<file path="src/rtl/mux3ne1_arbiter_pkg.sv">
// Shared definitions for the mux3ne1 round-robin arbiter:
//   - select codes driven on S (one per requester)
//   - FSM state encoding
//   - requester count and the round-robin pick helper
package mux3ne1_arbiter_pkg;

    localparam int NREQ = 3;

    localparam logic [2:0] SEL_H0 = 3'b000;
    localparam logic [2:0] SEL_H1 = 3'b001;
    localparam logic [2:0] SEL_H2 = 3'b010;

    typedef enum logic {
        ST_IDLE = 1'b0,
        ST_BUSY = 1'b1
    } state_t;

    // First requester strictly after 'last' in the cyclic order 0->1->2->0.
    // Returns 'last' when nothing is requesting (caller qualifies with |req).
    function automatic logic [1:0] rr_pick(input logic [1:0] last, input logic [2:0] req);
        logic [1:0] idx;
        logic       found;
        rr_pick = last;
        idx     = last;
        found   = 1'b0;
        for (int i = 0; i < NREQ; i++) begin
            idx = (idx == 2'd2) ? 2'd0 : idx + 2'd1;
            if (req[idx] && !found) begin
                rr_pick = idx;
                found   = 1'b1;
            end
        end
    endfunction

endpackage

</file>
<file path="src/rtl/mux3ne1_arbiter_mux3ne1.sv">
// mux3ne1: 16-bit (parameterized) 3-to-1 result mux shared by the arbiter.
// Ports:
//   Hyrja0..2  in  WIDTH  candidate data
//   S          in  3      select code (SEL_H0/H1/H2); any other code falls back to Hyrja0
//   y          out WIDTH  selected data
module mux3ne1
    import mux3ne1_arbiter_pkg::*;
#(
    parameter int WIDTH = 16
) (
    input  logic [WIDTH-1:0] Hyrja0,
    input  logic [WIDTH-1:0] Hyrja1,
    input  logic [WIDTH-1:0] Hyrja2,
    input  logic [2:0]       S,
    output logic [WIDTH-1:0] y
);

    always_comb begin
        case (S)
            SEL_H1:  y = Hyrja1;
            SEL_H2:  y = Hyrja2;
            default: y = Hyrja0;
        endcase
    end

endmodule

</file>
<file path="src/rtl/mux3ne1_arbiter.sv">
// mux3ne1_arbiter: round-robin sequencer sharing one mux3ne1 between three
// requesters. A grant lasts for a burst; each accepted beat is registered into
// Dalja and handed downstream with a DaljaValid/Gati handshake.
// Ports:
//   Clock, Resetn        clock / async active-low reset
//   Kerkesa[2:0]         level request per requester
//   Fundi[2:0]           last-beat flag, sampled with the accepted beat
//   Hyrja0..2            requester data
//   Pranim[2:0]          one-hot beat accept to the owner (combinational)
//   S[2:0]               mux select, also the owner identity while BUSY
//   Dalja, DaljaValid    registered output beat and its valid flag
//   Gati                 downstream ready
//   Zene                 grant active (BUSY)
module mux3ne1_arbiter
    import mux3ne1_arbiter_pkg::*;
#(
    parameter int WIDTH     = 16,
    parameter int MAX_BURST = 8
) (
    input  logic             Clock,
    input  logic             Resetn,
    input  logic [2:0]       Kerkesa,
    input  logic [2:0]       Fundi,
    input  logic [WIDTH-1:0] Hyrja0,
    input  logic [WIDTH-1:0] Hyrja1,
    input  logic [WIDTH-1:0] Hyrja2,
    output logic [2:0]       Pranim,
    output logic [2:0]       S,
    output logic [WIDTH-1:0] Dalja,
    output logic             DaljaValid,
    input  logic             Gati,
    output logic             Zene
);

    localparam int CW = (MAX_BURST < 1) ? 1 : $clog2(MAX_BURST + 1);

    state_t          state_q, state_d;
    logic [1:0]      last_q;
    logic [CW-1:0]   cnt_q;
    logic [1:0]      owner;
    logic [1:0]      pick;
    logic            accept;
    logic            cnt_hit;
    logic            burst_end;
    logic [WIDTH-1:0] mux_y;

    mux3ne1 #(.WIDTH(WIDTH)) u_mux (
        .Hyrja0 (Hyrja0),
        .Hyrja1 (Hyrja1),
        .Hyrja2 (Hyrja2),
        .S      (S),
        .y      (mux_y)
    );

    // S only ever carries 000/001/010, so its low bits name the owner.
    assign owner = S[1:0];
    assign pick  = rr_pick(last_q, Kerkesa);

    // A beat may enter the output register when it is empty or draining now.
    assign accept = (state_q == ST_BUSY) && Kerkesa[owner] && (!DaljaValid || Gati);
    assign Pranim = accept ? (3'b001 << owner) : 3'b000;

    // Compare one bit wider so cnt_q+1 cannot wrap before matching.
    assign cnt_hit = (MAX_BURST != 0) &&
                     (({1'b0, cnt_q} + {{CW{1'b0}}, 1'b1}) == (CW+1)'(MAX_BURST));

    // Dropping the owner's request ends the grant without a beat.
    assign burst_end = (accept && (Fundi[owner] || cnt_hit)) || !Kerkesa[owner];

    assign Zene = (state_q == ST_BUSY);

    always_comb begin
        state_d = state_q;
        case (state_q)
            ST_IDLE: if (|Kerkesa) state_d = ST_BUSY;
            ST_BUSY: if (burst_end) state_d = ST_IDLE;
            default: state_d = ST_IDLE;
        endcase
    end

    always_ff @(posedge Clock or negedge Resetn) begin
        if (!Resetn) begin
            state_q <= ST_IDLE;
            S       <= SEL_H0;
            last_q  <= 2'd2;
            cnt_q   <= '0;
        end else begin
            state_q <= state_d;
            if (state_q == ST_IDLE) begin
                // S is only rewritten when a new grant starts, so the bus
                // keeps the previous owner's select through IDLE.
                if (|Kerkesa) begin
                    S     <= {1'b0, pick};
                    cnt_q <= '0;
                end
            end else begin
                if (accept && (cnt_q != {CW{1'b1}}))
                    cnt_q <= cnt_q + {{(CW-1){1'b0}}, 1'b1};
                if (burst_end)
                    last_q <= owner;
            end
        end
    end

    // Output register drains on Gati in any state.
    always_ff @(posedge Clock or negedge Resetn) begin
        if (!Resetn) begin
            Dalja      <= '0;
            DaljaValid <= 1'b0;
        end else if (accept) begin
            Dalja      <= mux_y;
            DaljaValid <= 1'b1;
        end else if (Gati) begin
            DaljaValid <= 1'b0;
        end
    end

endmodule

</file>
<file path="config.mk">
export PLATFORM = sky130hd
export DESIGN_NAME = mux3ne1_arbiter
export DESIGN_NICKNAME = d
export VERILOG_FILES = /design/src/rtl/mux3ne1_arbiter_pkg.sv /design/src/rtl/mux3ne1_arbiter_mux3ne1.sv /design/src/rtl/mux3ne1_arbiter.sv
export SDC_FILE = /design/constraint.sdc
export NUM_CORES = 1
export LEC_CHECK = 0
export CAP_MARGIN = 25
export CORE_MARGIN = 4
export CORE_UTILIZATION = 35
export DETAILED_ROUTE_END_ITERATION = 10
export GPL_TIMING_DRIVEN = 1
export PLACE_DENSITY_LB_ADDON = 0.15
export RECOVER_POWER = 50
export SLEW_MARGIN = 40
export SYNTH_ARGS = -nofsm -noshare
export SYNTH_HDL_FRONTEND = slang
export SYNTH_HIERARCHICAL = 1
export SYNTH_SLANG_ARGS = --single-unit
export TNS_END_PERCENT = 30
</file>
<file path="constraint.sdc">
create_clock -name Clock -period 2.4 [get_ports Clock]
set_input_delay 0.24 -clock Clock [delete_from_list [all_inputs] [get_ports Clock]]
set_output_delay 0.24 -clock Clock [all_outputs]
set_load 0.01 [all_outputs]
</file>
### Where the registers sit, run 1

Scale: 6 px per um. Other sequential cells in the stronger gray, the rest of the logic in the fainter gray.
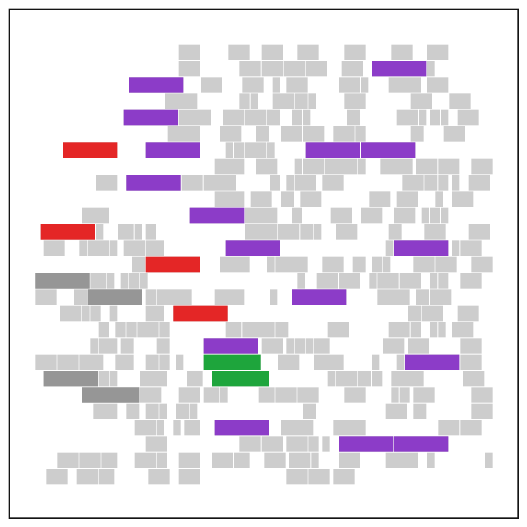
| color | signal | placed flops |
|---|---|---|
| red | cnt_q | 4 |
| green | S | 2 |
| purple | Dalja | 16 |
FF/Latch Area: 654 um2
seq pwr: 0.848 mW

### Gate families picked out, run 1

Scale: 3 px per um.
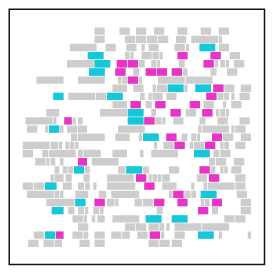
| color | family | cells |
|---|---|---|
| magenta | AND-OR and OR-AND gates | 36 |
| cyan | multiplexers | 23 |
fraction of area in multi-input gates: 43.1%
Finished Layout Cells: 363
most numerous logic cell after layout: clkdlybuf4s50_1

==> results_dict.tcl, run 1 <==
# implementation run metrics
set metrics [dict create \
    status "finished clean" \
    synth_warnings 6 \
    grt_overflow 0 \
    hold_viol 0 \
    numSynthFlops 26 \
    num-nonclk-inverters 5 \
    io_pins 81 \
    crit_fanout 7 \
    drc_errors 0 \
    post-cts-setup-buffers 0 \
    worst_setup_path_startpoint "S[1]" \
    place_hpwl_um 4230 \
    clkCellAreaFrac_pct 1.89 \
    criticalPathCategory "reg -> out" \
    grtUsageMet2_pct 26.7 \
    synth-async-reset-ratio_pct 100 \
    holdPathEnd "Dalja[2]" \
    globalplace.congestion 0.816 \
    critPathArrivalTime_ns 2.01 \
    final_cell_mix "72 x clkdlybuf4s50_1, 33 x nor2_1, 23 x dfrtp_1" \
    num_antenna_cells 0 \
    layout-drive-gt1-share_pct 12.4 \
    finalSetupViolCount 0 \
    hold_ws_ns 0.509 \
    synthToLayoutAreaGrowth_pct 41.7 \
    grt_util_all_layers_pct 16.1 \
    ir_worst_vdd_v 0.000635 \
    fill_cells 533 \
    final_nets 350 \
    p_comb_share_pct 62.3 \
    synth.avg_cell_area_um2 9.37 \
    fin_area_um2 2910 \
    logic_family "AND-OR/OR-AND gates" \
    synthDistinctLibCells 40 \
    pg_comb_mw 1.89 \
    seq_share_pct 22.5 \
    top_regs "Dalja x16, cnt_q x4" \
    buffers_excl_clock 86 \
    cts_resized 0 \
    top_register "Dalja" \
    slew_viol_final 0 \
    power_mw 3.03 \
    reg2reg_depth 5 \
    clk-power_mw 0.294 \
]
### M1 wires, run 1

Scale: 3 px per um.
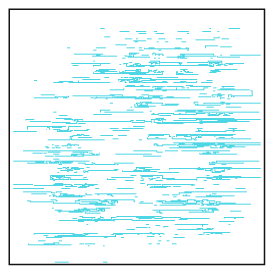
wire length on this layer: 2790 um
main direction: horizontal
nets with wire on the layer: 311
routed wire length: 5920 um
vias post-DR: 1911
met1 Use GR: 21.9%

--- run 2 (diff from run 1) ---
--- a/config.mk
+++ b/config.mk
@@ -5,6 +5,7 @@
 export SDC_FILE = /design/constraint.sdc
 export NUM_CORES = 1
 export LEC_CHECK = 0
+export ABC_AREA = 1
 export CAP_MARGIN = 25
 export CORE_MARGIN = 4
 export CORE_UTILIZATION = 35
@@ -15,6 +16,5 @@
 export SLEW_MARGIN = 40
 export SYNTH_ARGS = -nofsm -noshare
 export SYNTH_HDL_FRONTEND = slang
-export SYNTH_HIERARCHICAL = 1
 export SYNTH_SLANG_ARGS = --single-unit
 export TNS_END_PERCENT = 30
### Congestion heat map, run 2

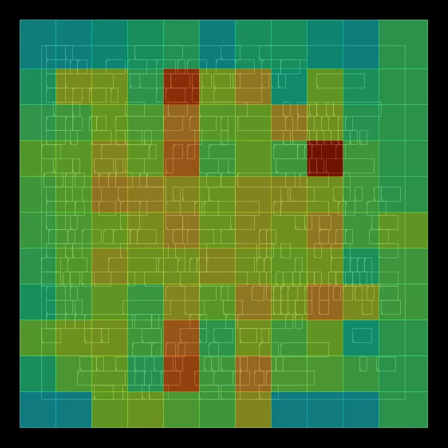
gr busiest metal: met2
GR met2 Demand/Resource: 26.6%
Final Util: 55.0%
Wirelength per Cell: 11.7 um
All-Layer GR Usage: 15.2%

==> run 2 against run 1 <==
  * Final cell count is 6.6% higher
  * Wire length shrank 24%
  * Critical path type unchanged
  * Sequential share of layout area rose by 2.4 points
  * Critical endpoint is now Pranim[0]
  * Core utilization rose by 3.1 points
  * Die size fell by 14%
  * Highest routed layer unchanged
==> results_dict.tcl, run 2 <==
# implementation run metrics
set metrics [dict create \
    ys_sh_xor_pct 0 \
    fill_cells 491 \
    grt_util_met1_pct 17.8 \
    globalplace.congestion 0.816 \
    critPathArrivalTime_ns 1.93 \
    synthToLayoutAreaGrowth_pct 50.9 \
    slew_viol_final 0 \
    io_pins 81 \
    sequentialPowerShare_pct 25.6 \
    numSynthFlops 26 \
    fin_area_um2 2620 \
    critPathMaxStageDelay_ns 0.55 \
    finalNonFillerCells 387 \
    finalSetupViolCount 0 \
    worst_setup_path_startpoint "S[0]" \
    seq_share_pct 24.9 \
    final_nets 382 \
    synth.avg_cell_area_um2 7.13 \
    post-cts-setup-buffers 0 \
    final_common_cell "nand2_1" \
    grt_overflow 0 \
    synthDistinctLibCells 24 \
    power_mw 3.11 \
    clkCellAreaFrac_pct 2.11 \
    synth-async-reset-ratio_pct 100 \
    sequentialPower_mw 0.795 \
    num-nonclk-inverters 22 \
    pg_comb_mw 2.03 \
    synth_warnings 0 \
    final_cell_mix "90 x nand2_1, 68 x clkdlybuf4s50_1, 34 x nand3_1" \
    clk-power_mw 0.284 \
    crit_fanout 8 \
    place_hpwl_um 3520 \
    top_regs "Dalja x16, cnt_q x4" \
    hold_ws_ns 0.480 \
    hold_viol 0 \
    wirelength_um 4510 \
    num_antenna_cells 0 \
    cts_resized 0 \
    buffers_excl_clock 86 \
    ir_worst_vdd_v 0.000533 \
    status "finished clean" \
    vias 1730 \
    top_register "Dalja" \
    drc_errors 0 \
    layout-drive-gt1-share_pct 10.3 \
    p_comb_share_pct 65.3 \
    reg2reg_depth 6 \
]
--- run 3 (diff from run 2) ---
--- a/config.mk
+++ b/config.mk
@@ -10,6 +10,7 @@
 export CORE_MARGIN = 4
 export CORE_UTILIZATION = 35
 export DETAILED_ROUTE_END_ITERATION = 10
+export DONT_BUFFER_PORTS = 1
 export GPL_TIMING_DRIVEN = 1
 export PLACE_DENSITY_LB_ADDON = 0.15
 export RECOVER_POWER = 50
### Layout detail, run 3

Window x 46 to 71, y 46 to 71 um. Cells in gray, sequential cells in the stronger gray; small squares are vias.
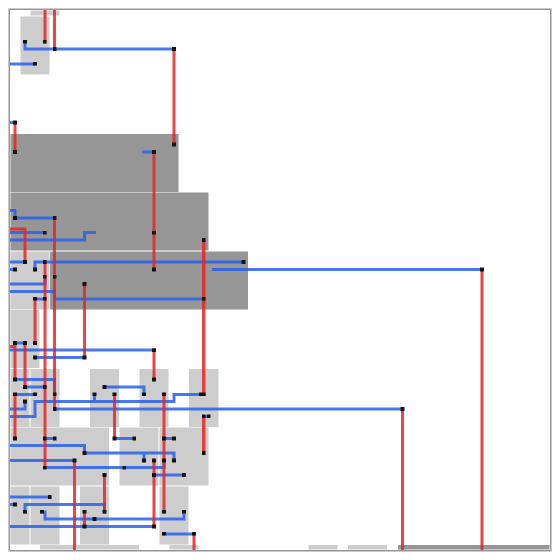
| color | layer |
|---|---|
| blue | metal 1 |
| red | metal 2 |
most frequent: nand2_1 (6), dfrtp_1 (3)
sequential cells in the window: 3
netlist names of flops here include: cnt_q (2), DaljaValid (1)
cells with their middle in the window: 17

==> run 3 against run 2 <==
  * Die size is the same
  * Clock-buffer cell count stayed put
  * Via count fell by 15%
  * Setup slack better by 0.093 ns
  * Flip-flop count is the same
  * Synthesized cell count is the same
  * Area after synthesis did not move
  * Worst hold slack lost 0.29 ns
  * Sequential power up 14%
  * Clock skew barely moved
  * First-iteration DRC count unchanged
  * Clock power shrank 11%
  * Highest routed layer unchanged
==> results_dict.tcl, run 3 <==
# implementation run metrics
set metrics [dict create \
    status "finished clean" \
    crit_fanout 30 \
    place_hpwl_um 3070 \
    final_nets 301 \
    holdPathEnd "Dalja[7]" \
    grt_util_all_layers_pct 14.2 \
    busiest_layer "met2" \
    p_comb_share_pct 56.2 \
    finalSetupViolCount 0 \
    cts_resized 0 \
    fin_area_um2 1810 \
    grt_util_met1_pct 17.8 \
    post_drt_wl_per_cell_um 13.3 \
    top_register "Dalja" \
    pg_comb_mw 1.49 \
    io_pins 81 \
    drc_errors 0 \
    criticalPathCategory "reg -> out" \
    num-nonclk-inverters 22 \
    fill_cells 543 \
    vias 1467 \
    logic_family "simple AND/OR/NAND/NOR gates" \
    clkCellAreaFrac_pct 2.49 \
    postLayoutCoreUtil_pct 38.0 \
    critPathMaxStageDelay_ns 0.54 \
    buffers_excl_clock 5 \
    synthDistinctLibCells 24 \
    flop_area_um2 652 \
    layout-drive-gt1-share_pct 12.6 \
]
Power figures rest on the tool's default switching activity, not on a simulated workload.
